### src/rtl/cover_sched_pkg.sv
// Shared widths and helpers for the toggle-coverage report scheduler.
package cover_sched_pkg;

  localparam int unsigned COVER_IDX_W = 64;

  // Width needed to count 0..n inclusive.
  function automatic int unsigned cnt_width(input int unsigned n);
    return $clog2(n + 1);
  endfunction

  function automatic logic [COVER_IDX_W-1:0] make_index(
    input logic [COVER_IDX_W-1:0] base,
    input logic [31:0]            off
  );
    return base + COVER_IDX_W'(off);
  endfunction

endpackage

### src/rtl/cover_rr_pick.sv
// Combinational round-robin picker: first request at or after ptr, wrapping.
module cover_rr_pick #(
  parameter int unsigned W     = 16,
  parameter int unsigned PTR_W = 4
) (
  input  logic [W-1:0]     req_i,
  input  logic [PTR_W-1:0] ptr_i,
  output logic             any_o,
  output logic [W-1:0]     grant_o,
  output logic [PTR_W-1:0] idx_o
);

  localparam int unsigned DW = 2 * W;

  logic [DW-1:0] dbl;
  logic [DW-1:0] mask;
  logic          found;

  // Upper copy of the request vector supplies the wrapped candidates.
  always_comb begin
    dbl     = {req_i, req_i};
    mask    = ~((DW'(1) << ptr_i) - DW'(1));
    found   = 1'b0;
    idx_o   = '0;
    for (int unsigned j = 0; j < DW; j++) begin
      if (!found && dbl[j] && mask[j]) begin
        found = 1'b1;
        idx_o = PTR_W'(j % W);
      end
    end
    any_o   = |req_i;
    grant_o = found ? (W'(1) << idx_o) : '0;
  end

endmodule

### src/rtl/cover_toggle_sched.sv
// Deduplicating scheduler: serialises first-time toggle-coverage hits into a
// single valid/ready stream, one global cover index per handshake.
module cover_toggle_sched
  import cover_sched_pkg::*;
#(
  parameter int unsigned COVER_WIDTH = 16,
  parameter int unsigned COVER_INDEX = 0,
  parameter int unsigned CNT_W       = cnt_width(COVER_WIDTH)
) (
  input  logic                   clock,
  input  logic                   reset,
  input  logic                   en,
  input  logic [COVER_WIDTH-1:0] valid,
  input  logic                   rearm,
  output logic                   out_valid,
  input  logic                   out_ready,
  output logic [COVER_IDX_W-1:0] out_index,
  output logic [CNT_W-1:0]       covered_count,
  output logic                   busy
);

  localparam int unsigned PTR_W = $clog2(COVER_WIDTH);

  logic [COVER_WIDTH-1:0] pending_q, pending_d;
  logic [COVER_WIDTH-1:0] covered_q, covered_d;
  logic [PTR_W-1:0]       ptr_q, ptr_d;
  logic                   out_valid_q, out_valid_d;
  logic [COVER_IDX_W-1:0] out_index_q, out_index_d;
  logic [CNT_W-1:0]       count_q, count_d;

  logic                   pick_any;
  logic [COVER_WIDTH-1:0] pick_grant;
  logic [PTR_W-1:0]       pick_idx;
  logic                   slot_free;
  logic                   load;
  logic [COVER_WIDTH-1:0] loaded_bit;

  cover_rr_pick #(
    .W     (COVER_WIDTH),
    .PTR_W (PTR_W)
  ) u_pick (
    .req_i   (pending_q),
    .ptr_i   (ptr_q),
    .any_o   (pick_any),
    .grant_o (pick_grant),
    .idx_o   (pick_idx)
  );

  // Capture, load and rearm bookkeeping.
  always_comb begin
    pending_d   = pending_q;
    covered_d   = covered_q;
    ptr_d       = ptr_q;
    out_valid_d = out_valid_q;
    out_index_d = out_index_q;
    count_d     = count_q;

    slot_free  = !out_valid_q || out_ready;
    load       = slot_free && !rearm && pick_any;
    loaded_bit = load ? pick_grant : '0;

    if (rearm) begin
      pending_d = '0;
      covered_d = '0;
      count_d   = '0;
    end else begin
      pending_d = pending_q & ~loaded_bit;
      if (en) begin
        pending_d = pending_d | (valid & ~covered_q & ~loaded_bit);
      end
      covered_d = covered_q | loaded_bit;
    end

    if (load) begin
      out_valid_d = 1'b1;
      out_index_d = make_index(COVER_IDX_W'(COVER_INDEX), 32'(pick_idx));
      ptr_d       = (pick_idx == PTR_W'(COVER_WIDTH - 1)) ? '0 : pick_idx + PTR_W'(1);
      if (count_q < CNT_W'(COVER_WIDTH)) begin
        count_d = count_q + CNT_W'(1);
      end
    end else if (slot_free) begin
      out_valid_d = 1'b0;
    end
  end

  always_ff @(posedge clock) begin
    if (reset) begin
      pending_q   <= '0;
      covered_q   <= '0;
      ptr_q       <= '0;
      out_valid_q <= 1'b0;
      out_index_q <= '0;
      count_q     <= '0;
    end else begin
      pending_q   <= pending_d;
      covered_q   <= covered_d;
      ptr_q       <= ptr_d;
      out_valid_q <= out_valid_d;
      out_index_q <= out_index_d;
      count_q     <= count_d;
    end
  end

  assign out_valid     = out_valid_q;
  assign out_index     = out_index_q;
  assign covered_count = count_q;
  assign busy          = out_valid_q || (|pending_q);

endmodule

### config.mk
export PLATFORM = sky130hd
export DESIGN_NAME = cover_toggle_sched
export DESIGN_NICKNAME = d
export VERILOG_FILES = /design/src/rtl/cover_sched_pkg.sv /design/src/rtl/cover_rr_pick.sv /design/src/rtl/cover_toggle_sched.sv
export SDC_FILE = /design/constraint.sdc
export NUM_CORES = 1
export LEC_CHECK = 0
export CORE_UTILIZATION = 49
export DETAILED_ROUTE_END_ITERATION = 8
export MAX_ROUTING_LAYER = met4
export PLACE_DENSITY = 0.83
export SYNTH_ARGS = -nofsm -noshare
export SYNTH_HDL_FRONTEND = slang
export SYNTH_SLANG_ARGS = --single-unit
### constraint.sdc
create_clock -name clock -period 4.7 [get_ports clock]
set_clock_uncertainty 0.1 [all_clocks]
set_input_delay 0.705 -clock clock [delete_from_list [all_inputs] [get_ports clock]]
set_output_delay 0.705 -clock clock [all_outputs]
set_load 0.03 [all_outputs]
==> impl_metrics.yaml <==
# yosys + openroad results
status:
  outcome: "complete, but fails checks"
  violations: "DRC"
worst_setup_path:
  critical_path_peak_fanout: 14
  critical_path_required_ns: 4.79
route:
  routed_via_density: 5.82
  detail_route.first_pass.iterations: 8
  drc: 9
  first_iter_violations: 178
sta:
  finalSetupViolations: 0
  final.hold.worst_slack_ns: 0.374
  rsz_0062_raised_after_global_routing: "false"
  fin_crit_sh_pct: 90.9
global_routing:
  busiest_layer: "met2"
  antenna_found_initial: 0
  grtUsageMet2_pct: 36.2
  grt.total_usage_pct: 23.4
  grt_max_degree: 19
  first_global_vias: 2661
  grt.met3_usage_pct: 3.11
  grt_remaining_overflow: 0
layout:
  share_of_final_layout_standard_cells_stronger_than_drive_strength_1_pct: 10.0
pwr:
  finalPower_uw: 1570
  internal-power_uw: 831
  p_seq_share_pct: 28.6
die:
  die_width_um: 84.9
  chip_area_mm2: 0.00721
  core_mm2: 0.00649
  rows: 29
clocking:
  cts.reportedPaths.clkPinSlew_ns: 0.08
  cts-root-to-sink-buffers: 2
  tritoncts.num_buffers: 5
logic_synthesis:
  async_flop_share_pct: 0
  synth.yosys.warnings: 0
layer usage:
layer / share of wire [%] / vias to the layer above
met3: 7.1 / 21
met2: 46 / 175
met5: 0 / -
met4: 2.4 / 0
li1: - / 1420
met1: 44 / 1388
cell usage after synthesis (3+ instances only):
cell	number	area, µm²
clkbuf_1	12	45.0
a22o_1	13	114
buf_2	5	25.0
a211oi_1	11	82.6
o21ai_0	16	80.1
a221oi_2	4	60.1
dfxtp_1	46	921
a31oi_1	11	68.8
nor2_4	4	45.0
a22oi_1	3	22.5
nand2_1	18	67.6
inv_1	25	93.8
nor3_1	15	75.1
and2_1	6	37.5
a221oi_1	3	26.3
buf_4	60	450
o22ai_1	3	18.8
o211ai_1	4	30.0
nand4_1	3	18.8
or3_1	5	31.3
a21oi_1	17	85.1
nor4_1	4	25.0
nor2_1	38	143
o21a_1	4	30.0
nand3_1	8	40.0
nand2b_1	4	25.0
nand3b_1	7	52.6
ha_1	9	113
nor2b_1	5	31.3
worst paths after layout:
check | end | slack (ns) | cells after the start
worst max-delay path | covered_q[8] | 0.43 | 14
worst min-delay path | covered_q[11] | 0.37 | 1
worst max register to register | covered_q[8] | 0.43 | 14
worst min register to register | covered_q[11] | 0.37 | 1
final cells by class:
| cell class | instances | area (µm²) |
|---|---|---|
| tap | 77 | 96.3 |
| fill | 587 | 2900 |
| timing repair buffer | 38 | 363 |
| clock buffer | 7 | 86.3 |
| inverter | 27 | 106 |
| multi-input combinational | 320 | 2010 |
| clock inverter | 1 | 5.00 |
| sequential | 46 | 921 |
critical path: stages (launching register included):
cell and delay [ns]:
dfxtp_1 0.34, nor4_1 0.46, inv_1 0.09, ha_1 0.37
nor3_1 0.29, a22oi_1 0.11, o22ai_1 0.48, o211ai_1 0.17
o221a_2 0.33, o31a_1 0.29, o22ai_2 0.30, inv_2 0.10
ha_1 0.31, and2_1 0.22, a22o_1 0.21
power groups by stage:
stage | sequential, µW | combinational [µW] | clock, µW
floorplan | 465 | 700 | 0
global placement | 457 | 851 | 0
detailed placement | 458 | 858 | 0
CTS | 449 | 864 | 254
global route | 453 | 941 | 264
finish | 449 | 877 | 246
flip-flops by register name (all words and copies together), names as in the netlist:
signal and count:
out_index 4, covered_q 16, covered_count 5, pending_q 16, out_valid 1, ptr_q 4
cell families (layout without fill, tap and decap cells):
family / after synthesis / after routing / synth area share, %
simple gates: 132 / 132 / 22.2
xor+xnor: 2 / 2 / 0.520
mux: 2 / 2 / 0.669
flops: 46 / 46 / 27.4
compound gates: 115 / 115 / 26.4
fa+ha+maj: 9 / 9 / 3.34
other cells: 1 / 60 / 0.111
buf+inv: 107 / 73 / 19.4
metrics by stage:
stage | worst slack, ns | cell area [µm²] | instances
6_report | 0.430 | 3590 | 516
5_1_grt | 0.194 | 3590 | 516
4_1_cts | 0.520 | 3590 | 516
3_5_place_dp | 0.534 | 3500 | 508
3_3_place_gp | 0.544 | 3500 | 508
2_1_floorplan | 0.780 | 3590 | 473
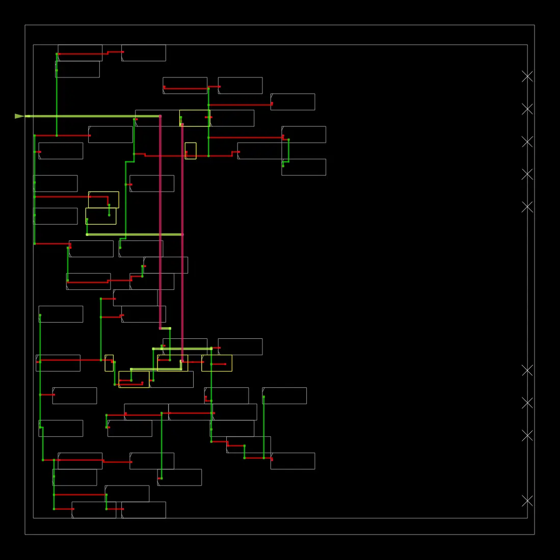
*Clock nets*
sinks on the clock net: 46
# clk buffers: 7
power in the clock group: 246 µW

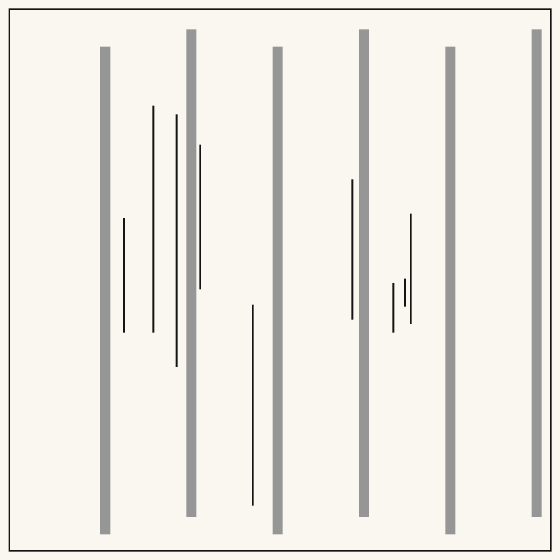
*Met4 routing*
Supply wires on this layer in grey.
longest straight run: 39.4 µm
wire length on this layer: 197 µm
nets with wire on the layer: 8
main direction: vertical
share of all routed wire: 2.4%
vias: 3004
wirelength, routed: 8170 µm

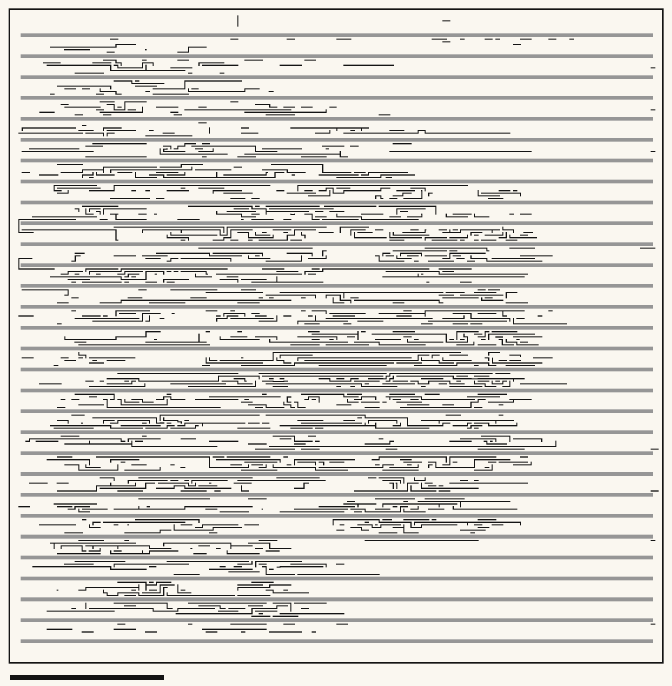
*Signal wires on met1*
The bar under the picture is 20 µm long. Supply wires on this layer in grey.
main direction: horizontal
longest straight run: 37.3 µm
wire length on this layer: 3610 µm
nets with wire on the layer: 402
share of all routed wire: 44%
met1 layer usage reported by global route: 31.0%

Power figures rest on the tool's default switching activity, not on a simulated workload.
